==> src/rtl/register.sv <==
// rtl/register.sv - dual-word parallel-to-serial frame transmitter with change detection
module register #(
  parameter int WIDTH = 9
) (
  input  logic             clk,
  input  logic             rst,
  input  logic [WIDTH-1:0] data_in1,
  input  logic [WIDTH-1:0] data_in2,
  output logic             data_out
);

  localparam int FRAME_LEN = 2 * WIDTH + 3;
  localparam int CW        = $clog2(FRAME_LEN);
  localparam logic [CW-1:0] LAST_BIT = CW'(FRAME_LEN - 1);

  typedef enum logic {
    IDLE = 1'b0,
    SEND = 1'b1
  } state_t;

  state_t               state_q, state_d;
  logic [WIDTH-1:0]     in1_q, in2_q;
  logic [WIDTH-1:0]     last1_q, last1_d;
  logic [WIDTH-1:0]     last2_q, last2_d;
  logic [FRAME_LEN-1:0] shift_q, shift_d;
  logic [CW-1:0]        cnt_q, cnt_d;
  logic                 pending;
  logic                 load;

  // The registered pair differs from the last pair that was put on the line.
  assign pending = ({in1_q, in2_q} != {last1_q, last2_q});

  // The line bit is always the bottom of the shift register, so it comes straight from a flop.
  assign data_out = shift_q[0];

  // Input stage: sample both words every edge; nothing else sees the raw inputs.
  always_ff @(posedge clk or posedge rst) begin
    if (rst) begin
      in1_q <= '0;
      in2_q <= '0;
    end else begin
      in1_q <= data_in1;
      in2_q <= data_in2;
    end
  end

  // Frame sequencing: decide when to load a new frame, when to shift, and when to go idle.
  always_comb begin
    state_d = state_q;
    last1_d = last1_q;
    last2_d = last2_q;
    shift_d = shift_q;
    cnt_d   = cnt_q;
    load    = 1'b0;

    case (state_q)
      IDLE: begin
        if (pending) load = 1'b1;
      end
      SEND: begin
        if (cnt_q == LAST_BIT) begin
          // Stop bit ends here; a waiting pair starts back-to-back with no idle gap.
          if (pending) begin
            load = 1'b1;
          end else begin
            state_d = IDLE;
            shift_d = '1;
            cnt_d   = '0;
          end
        end else begin
          cnt_d   = cnt_q + CW'(1);
          shift_d = {1'b1, shift_q[FRAME_LEN-1:1]};
        end
      end
      default: begin
        state_d = IDLE;
        shift_d = '1;
        cnt_d   = '0;
      end
    endcase

    // Frame image, LSB leaves first: start, word1, word2, even parity, stop.
    if (load) begin
      last1_d = in1_q;
      last2_d = in2_q;
      shift_d = {1'b1, ^{in1_q, in2_q}, in2_q, in1_q, 1'b0};
      cnt_d   = '0;
      state_d = SEND;
    end
  end

  // Frame state registers; reset aborts any frame and forces the line high.
  always_ff @(posedge clk or posedge rst) begin
    if (rst) begin
      state_q <= IDLE;
      last1_q <= '0;
      last2_q <= '0;
      shift_q <= '1;
      cnt_q   <= '0;
    end else begin
      state_q <= state_d;
      last1_q <= last1_d;
      last2_q <= last2_d;
      shift_q <= shift_d;
      cnt_q   <= cnt_d;
    end
  end

endmodule

==> config.mk <==
export PLATFORM = sky130hd
export DESIGN_NAME = register
export DESIGN_NICKNAME = d
export VERILOG_FILES = /design/src/rtl/register.sv
export SDC_FILE = /design/constraint.sdc
export NUM_CORES = 1
export LEC_CHECK = 0
export ABC_AREA = 1
export CAP_MARGIN = 20
export CORE_MARGIN = 3
export CORE_UTILIZATION = 48
export CTS_CLUSTER_SIZE = 28
export DETAILED_ROUTE_END_ITERATION = 6
export PLACE_DENSITY = 0.69
export SYNTH_ARGS = -nofsm -noshare
export SYNTH_HDL_FRONTEND = slang
export SYNTH_SLANG_ARGS = --single-unit
export TNS_END_PERCENT = 20
==> constraint.sdc <==
create_clock -name clk -period 2.2 [get_ports clk]
set_input_delay 0.22 -clock clk [delete_from_list [all_inputs] [get_ports clk]]
set_output_delay 0.22 -clock clk [all_outputs]
set_load 0.02 [all_outputs]
==> summary.txt, run 1 <==
run metrics: status=finished, final reports clean, Slew Limit Fails=0, Reg-to-Reg Start=in2_q[6], Unique cell types=25, CP cell instances=inv_2 > nand2_1 > nand2_1 > nor2_1 > nand2_1 > nor2_1 > nand3_4 > nand2_8 > inv_2 > nand2_1 > nor2_1 > nor2_1, Simple-Gate Fraction of Synth Area=about a third, Design Area, Final=roughly 0.0037 mm2, Fin Setup TNS=0 ns, Final min period=1.95 ns, Logic pwr share=26.6%, synth cell count leaders=nand2_1 (215), inv_1 (47), dfrtp_1 (42), nor2_1 (31), dfstp_2 (20), Core Util, Final=60.0%, GR Util met2=27.6%, Core Rows=28, DR iter-0 viols=157, Top Consumer=registers, Worst setup EP type=flop, reg-to-reg endpoint=shift_q[19], worst-path fanout max=33, fmax=512 MHz, ao+oa area frac=5.17%, vias in the first global route=2507, HPWL after detailed placement=approximately 4.6 mm, die height=around 87 um, MaxCap Viol Count=0, switching portion of total power=31.3%, Mux area share=0%, min setup slack post-route=about 0.25 ns, WP data arrival=2.23 ns, Tap Cells=approximately 75, main logic family after synthesis=simple AND/OR/NAND/NOR gates, measured slew at the worst slew-check pin=0.317 ns, Hold-fix buffers, CTS=0, total number of vias=2679, stage-log warning count=27, gpl congestion=0.801, Post-synth ARST share=100%, buffer share of cell area=roughly 7%, number of enable flip-flop cells=0, Clock Tree Root=clkbuf_8, Core Box Area=between 0.006 and 0.007 mm2, Top cells by area=dfrtp_1 (33%), nand2_1 (25%), dfstp_2 (17%), R2R depth=12, power in sequential cells=about 0.0018 W, DR DRC count=0, dominant logic cell type in the layout=nand2_1, P_sw=between 0.001 and 0.0015 W
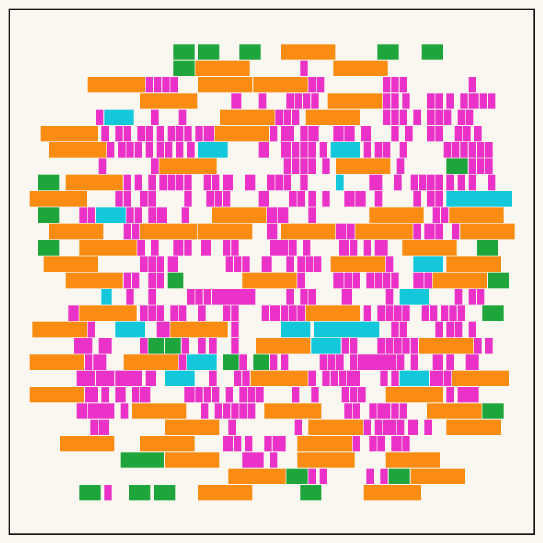
Figure 1: run 1, cell classes on the final placement.
(6 px per um)
legend:
  orange:
    class: sequential cells
    cells: 62
  cyan:
    class: clock drivers and dummy loads
    cells: 16
  magenta:
    class: combinational and other logic
    cells: 366
  green:
    class: remaining buffers and delay cells
    cells: 26

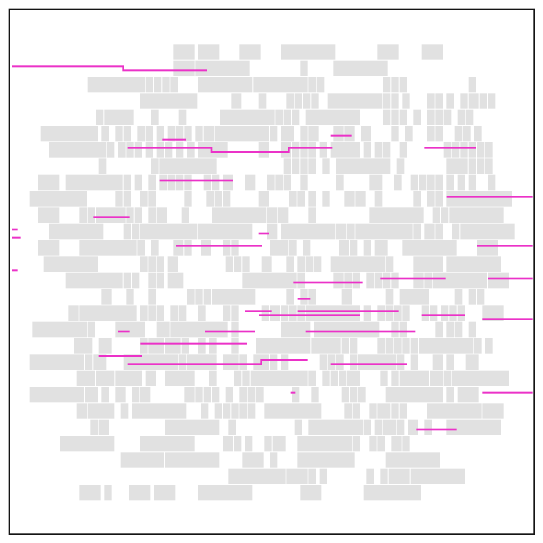
Figure 2: run 1, M3 wires.
(6 px per um)
longest straight run: 22.1 um
wire length on this layer: 334 um

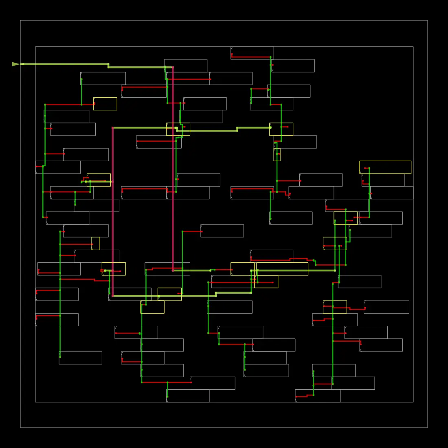
Figure 3: run 1, the clock network.
Num CTS Buffers: 9
clock distribution power: 0.00115 W
Clock Skews: 0.00898 ns

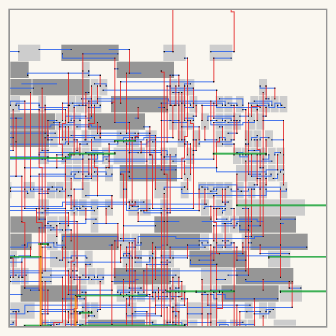
Figure 4: run 1, zoomed window.
Window x 37 to 87, y 37 to 87 um. Cells in gray, sequential cells in the stronger gray; small squares are vias.
legend:
  blue:
    layer: metal 1
  orange:
    layer: metal 4
  red:
    layer: metal 2
  green:
    layer: metal 3
netlist names of flops here include: last1_q (8), in1_q (5), last2_q (3)
most frequent: nand2_1 (83), inv_1 (22), dfrtp_1 (18)
cells with their middle in the window: 177
sequential cells in the window: 19

Figure 5. Pin placement (run 1).
(4 px per um) Pins as bars across the die edge, other pins in gray.
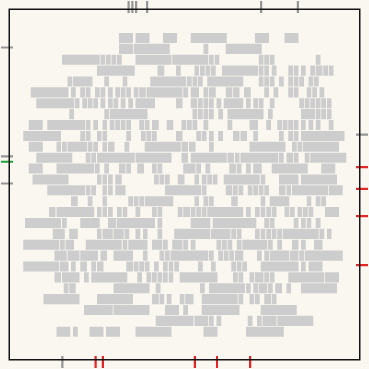

==> run 1 -> run 2 <==
--- a/config.mk
+++ b/config.mk
@@ -7,11 +7,13 @@
 export LEC_CHECK = 0
 export ABC_AREA = 1
 export CAP_MARGIN = 20
-export CORE_MARGIN = 3
-export CORE_UTILIZATION = 48
+export CELL_PAD_IN_SITES_DETAIL_PLACEMENT = 1
+export CELL_PAD_IN_SITES_GLOBAL_PLACEMENT = 2
+export CORE_MARGIN = 2
+export CORE_UTILIZATION = 34
 export CTS_CLUSTER_SIZE = 28
 export DETAILED_ROUTE_END_ITERATION = 6
-export PLACE_DENSITY = 0.69
+export PLACE_DENSITY = 0.81
 export SYNTH_ARGS = -nofsm -noshare
 export SYNTH_HDL_FRONTEND = slang
 export SYNTH_SLANG_ARGS = --single-unit
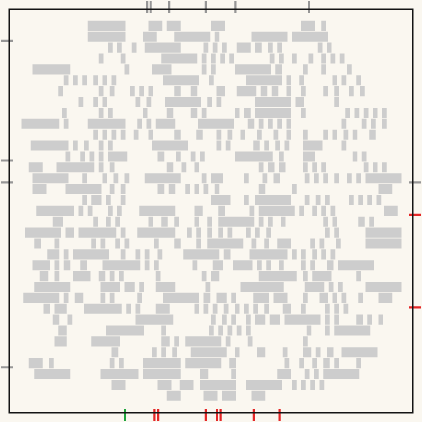
Figure 6: run 2, pin placement.
(4 px per um) Pins as bars across the die edge, other pins in gray.
legend:
  green:
    port: data_out
    pins: 1
    direction: output
    edge: bottom
  red:
    port: data_in2
    pins: 9
    direction: input
    edge: 7 bottom, 2 right

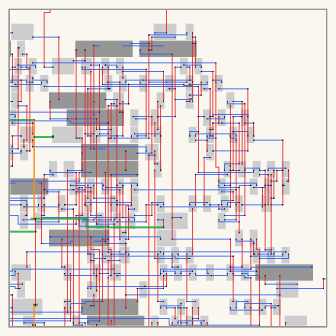
Figure 7: run 2, zoomed window.
Window x 50 to 100, y 50 to 100 um. Cells in gray, sequential cells in the stronger gray; small squares are vias.
legend:
  blue:
    layer: metal 1
  red:
    layer: metal 2
  green:
    layer: metal 3
  orange:
    layer: metal 4
netlist names of flops here include: last1_q (5), in1_q (4)
most frequent: nand2_1 (76), inv_1 (12), dfrtp_1 (10)
cells with their middle in the window: 137
sequential cells in the window: 11

==> summary.txt, run 2 <==
run metrics: status=finished, final reports clean, Simple-Gate Fraction of Synth Area=34.0% (unchanged), power in sequential cells=0.00183 W (about the same), Post-synth ARST share=100% (unchanged), MaxCap Viol Count=0 (unchanged), Final min period=1.97 ns (+0.0164 ns), stage-log warning count=28 (+3.7%), R2R depth=12 (unchanged), dominant logic cell type in the layout=nand2_1, gpl congestion=0.758 (-5.4%), Fin Setup TNS=0 ns (unchanged), Slew Limit Fails=0 (unchanged), synth cell count leaders=nand2_1 (215), inv_1 (47), dfrtp_1 (42), nor2_1 (31), dfstp_2 (20), Worst setup EP type=flop, WP data arrival=2.25 ns (+0.02 ns), Clock Power Share=between 20% and 30%, Tap Cells=111 (+48%), YS chip area=0.00317 mm2, Hold-fix buffers, CTS=0 (unchanged), main logic family after synthesis=simple AND/OR/NAND/NOR gates, switching portion of total power=33.6% (+2.3 points), reg-to-reg endpoint=shift_q[19], fmax=508 MHz (-0.83%), HPWL after detailed placement=5.96 mm (+30%), Seq share, synth=49.8%, measured slew at the worst slew-check pin=0.393 ns (+0.0763 ns), worst-path fanout max=33 (unchanged), Mux area share=0% (unchanged), Reg-to-Reg Start=in2_q[8], CP cell instances=inv_2 > nand2_1 > nand2_1 > nor2_1 > nand2_1 > nor2_2 > nand3_2 > nand2_4 > inv_2 > nand2_1 > nor2_1 > nor2_1, DR DRC count=0 (unchanged), ao+oa area frac=5.17% (unchanged), min setup slack post-route=0.232 ns (-0.0164 ns), Top cells by area=dfrtp_1 (33%), nand2_1 (25%), dfstp_2 (17%), Initial Util=34.6%, P_sw=0.00133 W (+5.4%), Unique cell types=25 (unchanged), Core Util, Final=40.6% (-19 points), GR Util met2=30.0% (+2.4 points), dominant cell type by area after synthesis=dfrtp_1, Logic pwr share=27.8% (+1.2 points), buffer share of cell area=7.35% (+0.38 points), Core Box Area=0.00915 mm2 (+48%), total number of vias=2685 (+0.22%), number of enable flip-flop cells=0 (unchanged), Top Consumer=registers, clk tree area frac=5.46%
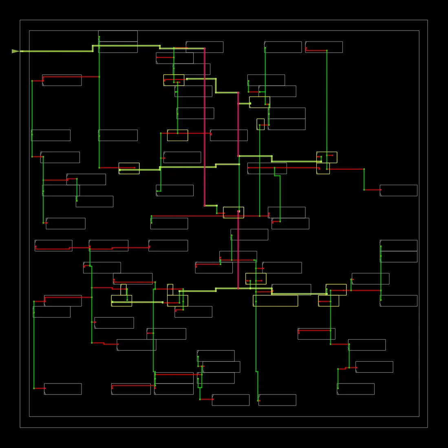
Figure 8: run 2, the clock network.
clock buf count: 13
clock distribution power: 0.00104 W
Latency at later pin: 0.35 ns
Clock Skews: 0.0127 ns

==> run 2 -> run 3 <==
--- a/config.mk
+++ b/config.mk
@@ -14,6 +14,7 @@
 export CTS_CLUSTER_SIZE = 28
 export DETAILED_ROUTE_END_ITERATION = 6
 export PLACE_DENSITY = 0.81
+export SLEW_MARGIN = 15
 export SYNTH_ARGS = -nofsm -noshare
 export SYNTH_HDL_FRONTEND = slang
 export SYNTH_SLANG_ARGS = --single-unit
==> constraint.sdc (replaced) <==
create_clock -name clk -period 1.86 [get_ports clk]
set_input_delay 0.186 -clock clk [delete_from_list [all_inputs] [get_ports clk]]
set_output_delay 0.186 -clock clk [all_outputs]
set_load 0.02 [all_outputs]
==> summary.txt, run 3 <==
run metrics: status=finished, final reports clean, Fin Setup TNS=0 ns (unchanged), Top Consumer=registers, fmax=593 MHz (+17%), Logic pwr share=29.8% (+2.0 points), ao+oa area frac=5.17% (unchanged), dominant logic cell type in the layout=nand2_1, measured slew at the worst slew-check pin=0.337 ns (-0.0557 ns), stage-log warning count=27 (-3.6%), Mux area share=0% (unchanged), Reg-to-Reg Start=in2_q[6], Simple-Gate Fraction of Synth Area=34.0% (unchanged), Latency at later pin=0.34 ns (about the same), Hold-fix buffers, CTS=0 (unchanged), Final min period=1.69 ns (-0.282 ns), Core Box Area=0.00915 mm2 (unchanged), total number of vias=2702 (+0.63%), YS chip area=0.00317 mm2 (unchanged), CP cell instances=inv_2 > nand2_1 > nand2_1 > nor2_2 > nand2_1 > nor2_2 > nand3_4 > inv_2 > nand2_2 > buf_12 > nor2_1 > nor3_2, Tap Cells=111 (unchanged), power in sequential cells=0.00217 W (+19%), Seq share, synth=49.8% (unchanged), R2R depth=12 (unchanged), Unique cell types=25 (unchanged), P_sw=0.00160 W (+20%), Worst setup EP type=flop, clk tree area frac=4.22% (-1.2 points), GR Util met2=27.5% (-2.5 points), switching portion of total power=35.2% (+1.7 points), HPWL after detailed placement=5.76 mm (-3.4%), MaxCap Viol Count=0 (unchanged), synth cell count leaders=nand2_1 (215), inv_1 (47), dfrtp_1 (42), nor2_1 (31), dfstp_2 (20)
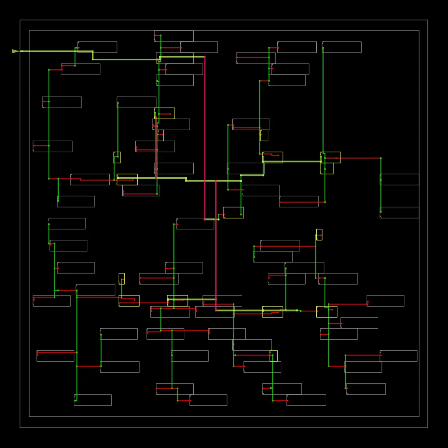
Figure 9: run 3, the clock network.
Clock Skews: 0.00908 ns
clock sink count: 62
clock buf count: 12
FF+latch count: 62
clock distribution power: 0.00101 W

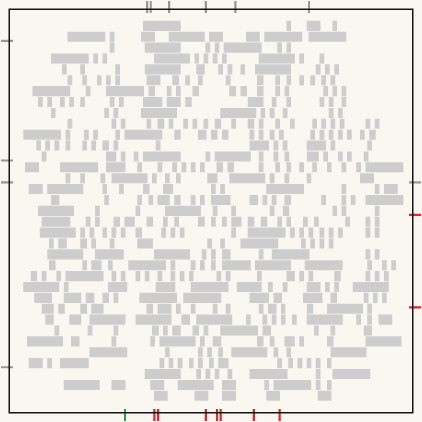
Figure 10: run 3, pin placement.
(4 px per um) Pins as bars across the die edge, other pins in gray.
legend:
  green:
    port: data_out
    pins: 1
    direction: output
    edge: bottom
  red:
    port: data_in2
    pins: 9
    direction: input
    edge: 7 bottom, 2 right
all pins by edge: 8 bottom, 6 top, 4 left, 3 right
PortBufs: 20
die height: 101 um
die width: 101 um

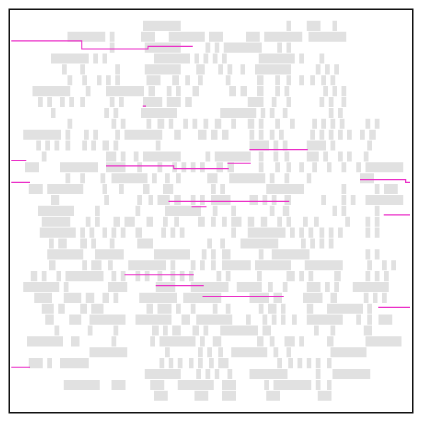
Figure 11: run 3, M3 wires.
(4 px per um)
longest straight run: 29.9 um
share of all routed wire: 2.8%
wire length on this layer: 220 um

Power is estimated from default activity; no workload was simulated.
